Figure 1. Placement by cell class (run 1).
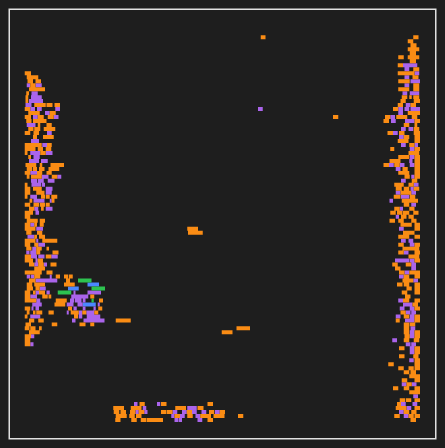
Figure 2. Sizing map (run 1).
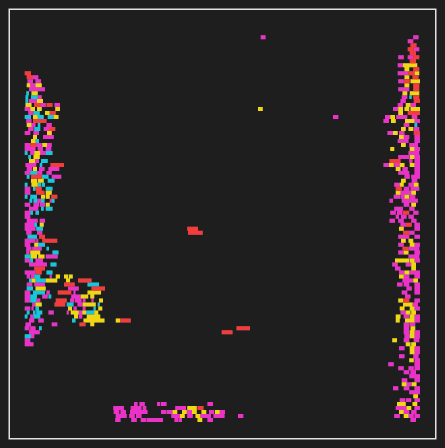
Figure 3. Cell area per tile (run 1).
29 x 29 tiles, from black (low) to pale yellow (high), 0 to 100% covered.
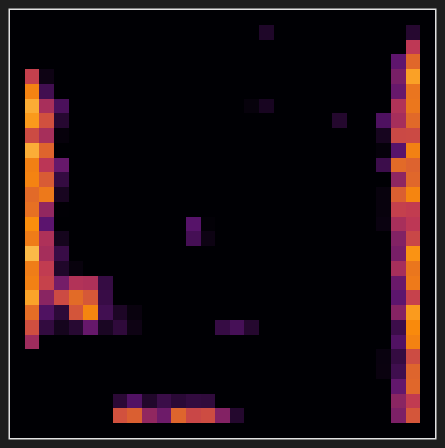
Figure 4. Track usage over the die (run 1).
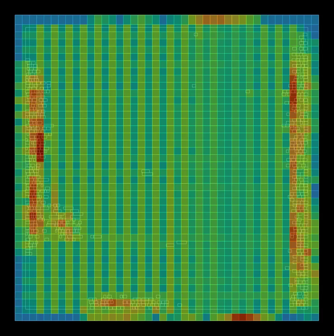
===== src/rtl/mem_arbiter_if.sv =====
// Bundle of cache-side request/response signals and the shared main-memory port.
// The arbiter takes the slave view; caches plus the memory model take the master view.
interface mem_arbiter_if #(
    parameter int ADDR_W = 28,
    parameter int DATA_W = 128
);
    logic              i_read;
    logic [ADDR_W-1:0] i_addr;
    logic [DATA_W-1:0] i_rdata;
    logic              i_ready;

    logic              d_read;
    logic              d_write;
    logic [ADDR_W-1:0] d_addr;
    logic [DATA_W-1:0] d_wdata;
    logic [DATA_W-1:0] d_rdata;
    logic              d_ready;

    logic              mem_read;
    logic              mem_write;
    logic [ADDR_W-1:0] mem_addr;
    logic [DATA_W-1:0] mem_wdata;
    logic [DATA_W-1:0] mem_rdata;
    logic              mem_ready;

    logic              busy;

    modport slave (
        input  i_read, i_addr,
        input  d_read, d_write, d_addr, d_wdata,
        input  mem_rdata, mem_ready,
        output i_rdata, i_ready, d_rdata, d_ready,
        output mem_read, mem_write, mem_addr, mem_wdata,
        output busy
    );

    modport master (
        output i_read, i_addr,
        output d_read, d_write, d_addr, d_wdata,
        output mem_rdata, mem_ready,
        input  i_rdata, i_ready, d_rdata, d_ready,
        input  mem_read, mem_write, mem_addr, mem_wdata,
        input  busy
    );
endinterface


===== src/rtl/mem_arbiter.sv =====
// Shares one 128-bit memory port between I-cache refills and D-cache refills/write-backs.
// One grant at a time, held until mem_ready; round-robin or D-first on simultaneous requests.
module mem_arbiter #(
    parameter int ADDR_W    = 28,
    parameter int DATA_W    = 128,
    parameter int PRIO_MODE = 0
) (
    input  logic          clk,
    input  logic          proc_reset,
    mem_arbiter_if.slave  bus
);

    typedef enum logic [1:0] {
        IDLE  = 2'd0,
        GNT_I = 2'd1,
        GNT_D = 2'd2
    } state_t;

    state_t            r_state;
    state_t            w_next;
    logic              r_last_gnt;

    logic              w_i_req;
    logic              w_d_req;
    logic              w_mem_read;
    logic              w_mem_write;
    logic [ADDR_W-1:0] w_mem_addr;
    logic [DATA_W-1:0] w_mem_wdata;
    logic              w_i_ready;
    logic              w_d_ready;
    logic              w_busy;

    assign w_i_req = bus.i_read;
    assign w_d_req = bus.d_read | bus.d_write;

    always_ff @(posedge clk) begin
        if (proc_reset) begin
            r_state    <= IDLE;
            r_last_gnt <= 1'b1;
        end else begin
            r_state <= w_next;
            if (r_state == GNT_I && bus.mem_ready) begin
                r_last_gnt <= 1'b0;
            end else if (r_state == GNT_D && bus.mem_ready) begin
                r_last_gnt <= 1'b1;
            end
        end
    end

    always_comb begin
        w_next      = r_state;
        w_mem_read  = 1'b0;
        w_mem_write = 1'b0;
        w_mem_addr  = '0;
        w_mem_wdata = '0;
        w_i_ready   = 1'b0;
        w_d_ready   = 1'b0;
        w_busy      = 1'b0;

        case (r_state)
            IDLE: begin
                // On a tie, last_gnt points at whoever was served most recently.
                if (w_i_req && w_d_req) begin
                    if (PRIO_MODE != 0) begin
                        w_next = GNT_D;
                    end else begin
                        w_next = r_last_gnt ? GNT_I : GNT_D;
                    end
                end else if (w_i_req) begin
                    w_next = GNT_I;
                end else if (w_d_req) begin
                    w_next = GNT_D;
                end
            end

            GNT_I: begin
                w_busy     = 1'b1;
                w_mem_read = 1'b1;
                w_mem_addr = bus.i_addr;
                if (bus.mem_ready) begin
                    w_i_ready = 1'b1;
                    w_next    = IDLE;
                end
            end

            GNT_D: begin
                w_busy      = 1'b1;
                w_mem_write = bus.d_write;
                w_mem_read  = bus.d_read & ~bus.d_write;
                w_mem_addr  = bus.d_addr;
                w_mem_wdata = bus.d_wdata;
                if (bus.mem_ready) begin
                    w_d_ready = 1'b1;
                    w_next    = IDLE;
                end
            end

            default: begin
                w_next = IDLE;
            end
        endcase
    end

    // Strobes are forced low while reset is held so nothing leaks during the reset cycle.
    assign bus.mem_read  = w_mem_read  & ~proc_reset;
    assign bus.mem_write = w_mem_write & ~proc_reset;
    assign bus.mem_addr  = proc_reset ? '0 : w_mem_addr;
    assign bus.mem_wdata = proc_reset ? '0 : w_mem_wdata;
    assign bus.i_ready   = w_i_ready & ~proc_reset;
    assign bus.d_ready   = w_d_ready & ~proc_reset;
    assign bus.busy      = w_busy    & ~proc_reset;

    assign bus.i_rdata = bus.mem_rdata;
    assign bus.d_rdata = bus.mem_rdata;

endmodule

===== src/flat_wrapper.sv =====
// flat-port wrapper written by rule: the top's interface ports become plain ports
module mem_arbiter_flat 
#(
    parameter int ADDR_W    = 28,
    parameter int DATA_W    = 128,
    parameter int PRIO_MODE = 0
)
  (clk, proc_reset, bus_i_read, bus_i_addr, bus_d_read, bus_d_write, bus_d_addr, bus_d_wdata, bus_mem_rdata, bus_mem_ready, bus_i_rdata, bus_i_ready, bus_d_rdata, bus_d_ready, bus_mem_read, bus_mem_write, bus_mem_addr, bus_mem_wdata, bus_busy);
  mem_arbiter_if #(.ADDR_W(ADDR_W), .DATA_W(DATA_W)) bus_i ();
  input  logic clk;
  input  logic proc_reset;
  input wire logic [$bits(bus_i.i_read)-1:0] bus_i_read;
  input wire logic [$bits(bus_i.i_addr)-1:0] bus_i_addr;
  input wire logic [$bits(bus_i.d_read)-1:0] bus_d_read;
  input wire logic [$bits(bus_i.d_write)-1:0] bus_d_write;
  input wire logic [$bits(bus_i.d_addr)-1:0] bus_d_addr;
  input wire logic [$bits(bus_i.d_wdata)-1:0] bus_d_wdata;
  input wire logic [$bits(bus_i.mem_rdata)-1:0] bus_mem_rdata;
  input wire logic [$bits(bus_i.mem_ready)-1:0] bus_mem_ready;
  output wire logic [$bits(bus_i.i_rdata)-1:0] bus_i_rdata;
  output wire logic [$bits(bus_i.i_ready)-1:0] bus_i_ready;
  output wire logic [$bits(bus_i.d_rdata)-1:0] bus_d_rdata;
  output wire logic [$bits(bus_i.d_ready)-1:0] bus_d_ready;
  output wire logic [$bits(bus_i.mem_read)-1:0] bus_mem_read;
  output wire logic [$bits(bus_i.mem_write)-1:0] bus_mem_write;
  output wire logic [$bits(bus_i.mem_addr)-1:0] bus_mem_addr;
  output wire logic [$bits(bus_i.mem_wdata)-1:0] bus_mem_wdata;
  output wire logic [$bits(bus_i.busy)-1:0] bus_busy;
  assign bus_i.i_read = bus_i_read;
  assign bus_i.i_addr = bus_i_addr;
  assign bus_i.d_read = bus_d_read;
  assign bus_i.d_write = bus_d_write;
  assign bus_i.d_addr = bus_d_addr;
  assign bus_i.d_wdata = bus_d_wdata;
  assign bus_i.mem_rdata = bus_mem_rdata;
  assign bus_i.mem_ready = bus_mem_ready;
  assign bus_i_rdata = bus_i.i_rdata;
  assign bus_i_ready = bus_i.i_ready;
  assign bus_d_rdata = bus_i.d_rdata;
  assign bus_d_ready = bus_i.d_ready;
  assign bus_mem_read = bus_i.mem_read;
  assign bus_mem_write = bus_i.mem_write;
  assign bus_mem_addr = bus_i.mem_addr;
  assign bus_mem_wdata = bus_i.mem_wdata;
  assign bus_busy = bus_i.busy;
  mem_arbiter #(.ADDR_W(ADDR_W), .DATA_W(DATA_W), .PRIO_MODE(PRIO_MODE)) u_core (.clk(clk), .proc_reset(proc_reset), .bus(bus_i));
endmodule

===== config.mk =====
export PLATFORM = sky130hd
export DESIGN_NAME = mem_arbiter_flat
export DESIGN_NICKNAME = d
export VERILOG_FILES = /design/src/rtl/mem_arbiter_if.sv /design/src/rtl/mem_arbiter.sv /design/src/flat_wrapper.sv
export SDC_FILE = /design/constraint.sdc
export NUM_CORES = 1
export LEC_CHECK = 0
export CAP_MARGIN = 0
export CORE_AREA = 10 10 280 282
export DETAILED_ROUTE_END_ITERATION = 6
export DIE_AREA = 0 0 290 292
export PLACE_DENSITY = 0.39
export SETUP_SLACK_MARGIN = 0.1
export SLEW_MARGIN = 20
export SYNTH_ARGS = -nofsm -noshare
export SYNTH_HDL_FRONTEND = slang
export SYNTH_SLANG_ARGS = --single-unit

===== constraint.sdc =====
create_clock -name clk -period 1.3 [get_ports clk]
set_input_delay 0.195 -clock clk [delete_from_list [all_inputs] [get_ports clk]]
set_output_delay 0.195 -clock clk [all_outputs]
set_load 0.005 [all_outputs]

==> GITHUB_STEP_SUMMARY, run 1 <==
### Flow metrics

| Metric | Value |
|---|---|
| Outcome | finished, violations left |
| Failing checks | negative setup slack |
| Non-clock buffer share | 0.558 |
| Library cell with the largest summed area after synthesis | buf_4 |
| Worst Hold Endpoint | bus_d_rdata[68] |
| Post-Route Setup TNS | -109.57 ns |
| Count of state elements after synthesis | 3 |
| Area taken by flip-flops and latches | about 65 sq um |
| CTS tree | yes |
| Cell-by-cell listing of the critical path | inv_2, ha_4, nor2b_4, buf_12, buf_4, and2_4, clkdlybuf4s50_1 |
| Fraction of synthesis flops using an asynchronous set or reset pin | 0 |
| Synth Net Count | 818 |
| Final setup slack of the worst path | -0.827 ns |
| Count of endpoints failing setup in the final report | 164 |
| Switching Power | 0.000855 W |
| Kind of capture point of the worst setup path | output port |
| Number of remaining DRC errors | 0 |
| Registers with the most flip-flops | u_core.r_state (2), u_core.r_last_gnt (1) |
| Power dissipated in combinational cells | 0.00207 W |
| Power in sequential cells | 0.000113 W |
| Fraction of the mapped netlist area in simple logic gates | 0.325 |
| CLK BUF | 4 |
| Clk buf depth | 2 |
| Area of the chip | between 0.08 and 0.09 sq mm |
| Data arrival, critical path | ~1.9 ns |
| Placement Setup Slack | -0.931 ns |
| Power density relative to cell area | 370 mW/mm^2 |
| Non-CTS inverters | 4 |
| Horizontal die dimension | 290 um |
| Detailed Place HPWL | 19900 um |
| Clock tree root driver cell | clkbuf_16 |
| Filler cell count | 8409 |
| Cell with the most instances after synthesis | buf_4 |
| Combinational gate area | 0.00184 sq mm |
| Multi-input gate count | 210 |
About Figure 1:
[purple] all other logic | cells: 214
[orange] other buffers and delay cells | cells: 401
[blue] flip-flops | cells: 3
[green] clock drivers and dummy loads | cells: 4
core utilization of the finished layout: 0.0998
post-route standard cell area excluding fillers: 0.00724 sq mm

About Figure 2:
[red] drive 6 and up | cells: 53 | most used: buf_6
[magenta] drive 1 or less | cells: 340 | most used: clkdlybuf4s50_1
[cyan] drive 2 | cells: 74 | most used: buf_2
[yellow] drive 3 to 4 | cells: 155 | most used: and2_4
number of buffers other than clock buffers in the final layout: 401
Area growth, synth to finish: 93.2%

About Figure 3:
densest ninth of the die: left middle
mean over tiles: 7.1%
nearly empty tiles: 82%
emptiest ninth of the die: top middle
Starting Density: 0.0516
Std-Cell Core Area: 0.0726 sq mm

About Figure 4:
detailed-route wire length per cell: 15.0 um
most used routing layer in global routing: met2
total global-route track usage: 0.0487
met1 routing resource usage after global routing: 0.0444
met3 routing resource usage after global routing: 0.0444

[run 1: cell families (layout without fill, tap and decap cells)]
kind of cell,after synthesis,count (layout)
compound gates,35,35
fa+ha+maj,4,4
buf+inv,283,409
flops,3,3
other cells,0,1
simple gates,171,171
[run 1: metrics by stage]
stage / instances / hold WS (ns) / power [W] / instance area (sq um)
after floorplan: 496 / 0.257 / 0.00131 / 3840
after global placement: 1558 / 0.390 / 0.00187 / 6700
after detailed placement: 1558 / 0.390 / 0.00185 / 6700
after CTS: 1571 / 0.390 / 0.00254 / 6970
after global routing: 1582 / 0.390 / 0.00283 / 7240
final: 1582 / 0.390 / 0.00268 / 7240
[run 1: per-layer routing]
layer  share of wire  global-route usage
met1            0.35              0.0444
met2            0.45              0.0784
met3            0.18              0.0444
met4           0.017             0.00923
met5          0.0082              0.0164
Figure 5. Nets reached from selected ports (run 1).
Scale bar: 100 um.
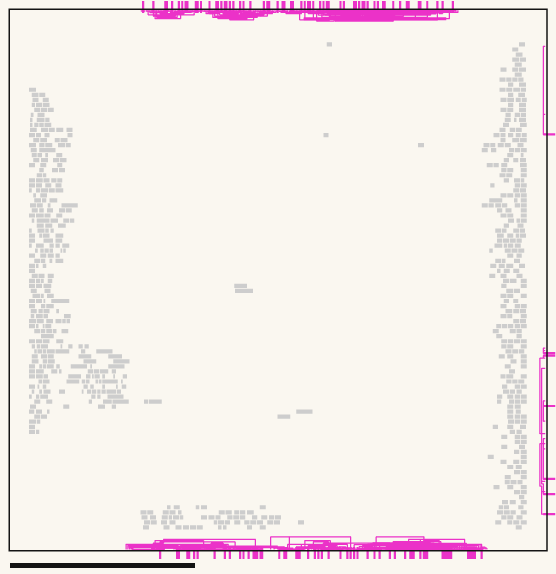

==> inputs of run 2 (changes only) <==
Settings changed: CAP_MARGIN 0 to not set, MAX_ROUTING_LAYER set to met4.
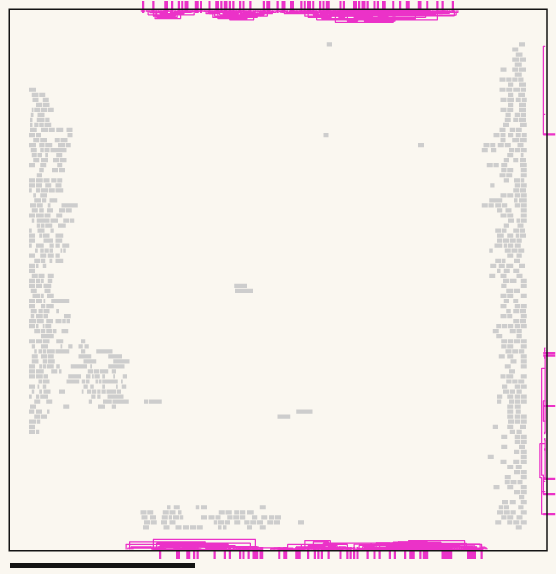
Figure 6: run 2, nets reached from selected ports.
Scale bar: 100 um.
[magenta] bus_i_rdata | direction: output | edge: 62 top, 59 bottom, 7 right | end cells: 0 | buffers: 0 | wire: 4150 um
Port Buf Inserts: 350
I/O Pins: 735

==> run 2 against run 1 <==
Effect of this change: highest routed layer is now met4; critical path type unchanged; critical endpoint is now bus_mem_wdata[39]; the flow still finishes with violations (negative setup slack); first-iteration DRC count increased by 7.6%; largest cell class unchanged; sequential power hardly changed; total power down 0.34%.
==> GITHUB_STEP_SUMMARY, run 2 <==
### Flow metrics

| Metric | Value |
|---|---|
| Worst Hold Endpoint | bus_d_rdata[68] |
| Number of remaining DRC errors | 0 (unchanged) |
| Routed met1 length | 8920 um (+8.9%) |
| Detailed Place HPWL | 19900 um (unchanged) |
| Data arrival, critical path | 1.93 ns (about the same) |
| CTS tree | yes |
| Kind of capture point of the worst setup path | output port |
| Power dissipated in combinational cells | 0.00207 W (about the same) |
| Clk buf depth | 2 (unchanged) |
| Met1 routing resource usage after global routing | 0.0492 (+0.00480) |
| Met2 Wirelength | 10600 um (-0.56%) |
| Power in sequential cells | 0.000112 W (about the same) |
| Final setup slack of the worst path | -0.829 ns (-0.00204 ns) |
| Area of the chip | 0.0847 sq mm (unchanged) |
| Cell with the most instances after synthesis | buf_4 |
| Count of endpoints failing setup in the final report | 164 (unchanged) |
| Registers with the most flip-flops | u_core.r_state (2), u_core.r_last_gnt (1) |
| Final Non-Filler Cells | 1582 (unchanged) |
| Failing checks | negative setup slack |
| Placement Setup Slack | -0.931 ns (unchanged) |
| Global-route met2 utilization | 0.0782 (-0.000286) |
| Horizontal die dimension | 290 um (unchanged) |
| Switching Power | 0.000848 W (-0.76%) |
| Count of state elements after synthesis | 3 (unchanged) |
| Most used routing layer in global routing | met2 |
| Power, Total | 0.00267 W (-0.34%) |
| Outcome | finished, violations left |
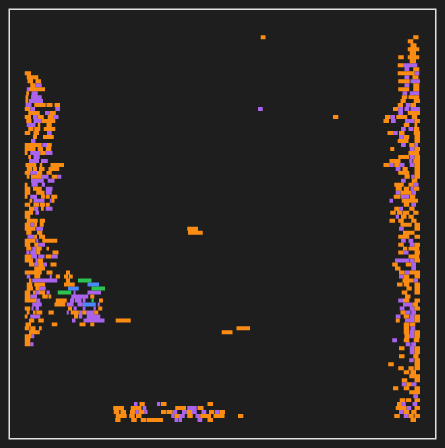
Figure 7: run 2, placement by cell class.
[green] clock drivers and dummy loads | cells: 4
[orange] other buffers and delay cells | cells: 401
[purple] all other logic | cells: 214
[blue] flip-flops | cells: 3
core utilization of the finished layout: 0.0997
floorplan row count: 99
Seq/total area: 0.00899
post-route standard cell area excluding fillers: 0.00724 sq mm

run 2: cell type report:
| type | instances | area, sq um |
|---|---|---|
| fillers | 8408 | 65400 |
| diodes | 1 | 2.50 |
| repair buffers | 401 | 4040 |
| flip-flops and latches | 3 | 65.1 |
| multi-input cells | 210 | 1840 |
| inverters | 4 | 15.0 |
| well taps | 959 | 1200 |
| clock buffers | 4 | 78.8 |
run 2: cells by family after synthesis:
logic type,synth area share
buffers and inverters,0.578
AND/OR/NAND/NOR,0.325
AND-OR/OR-AND,0.0674
adder cells (fa/ha/maj),0.0134
flip-flops,0.0160
run 2: worst register-to-register path, cell delays in order, from the launching register on:
cell,delay [ns]
dfxtp_2,0.32
inv_2,0.05
buf_4,0.14
ha_4,0.24
buf_4,0.13
nor2b_1,0.13
o21ai_0,0.17
a21oi_1,0.10
Power figures rest on the tool's default switching activity, not on a simulated workload.
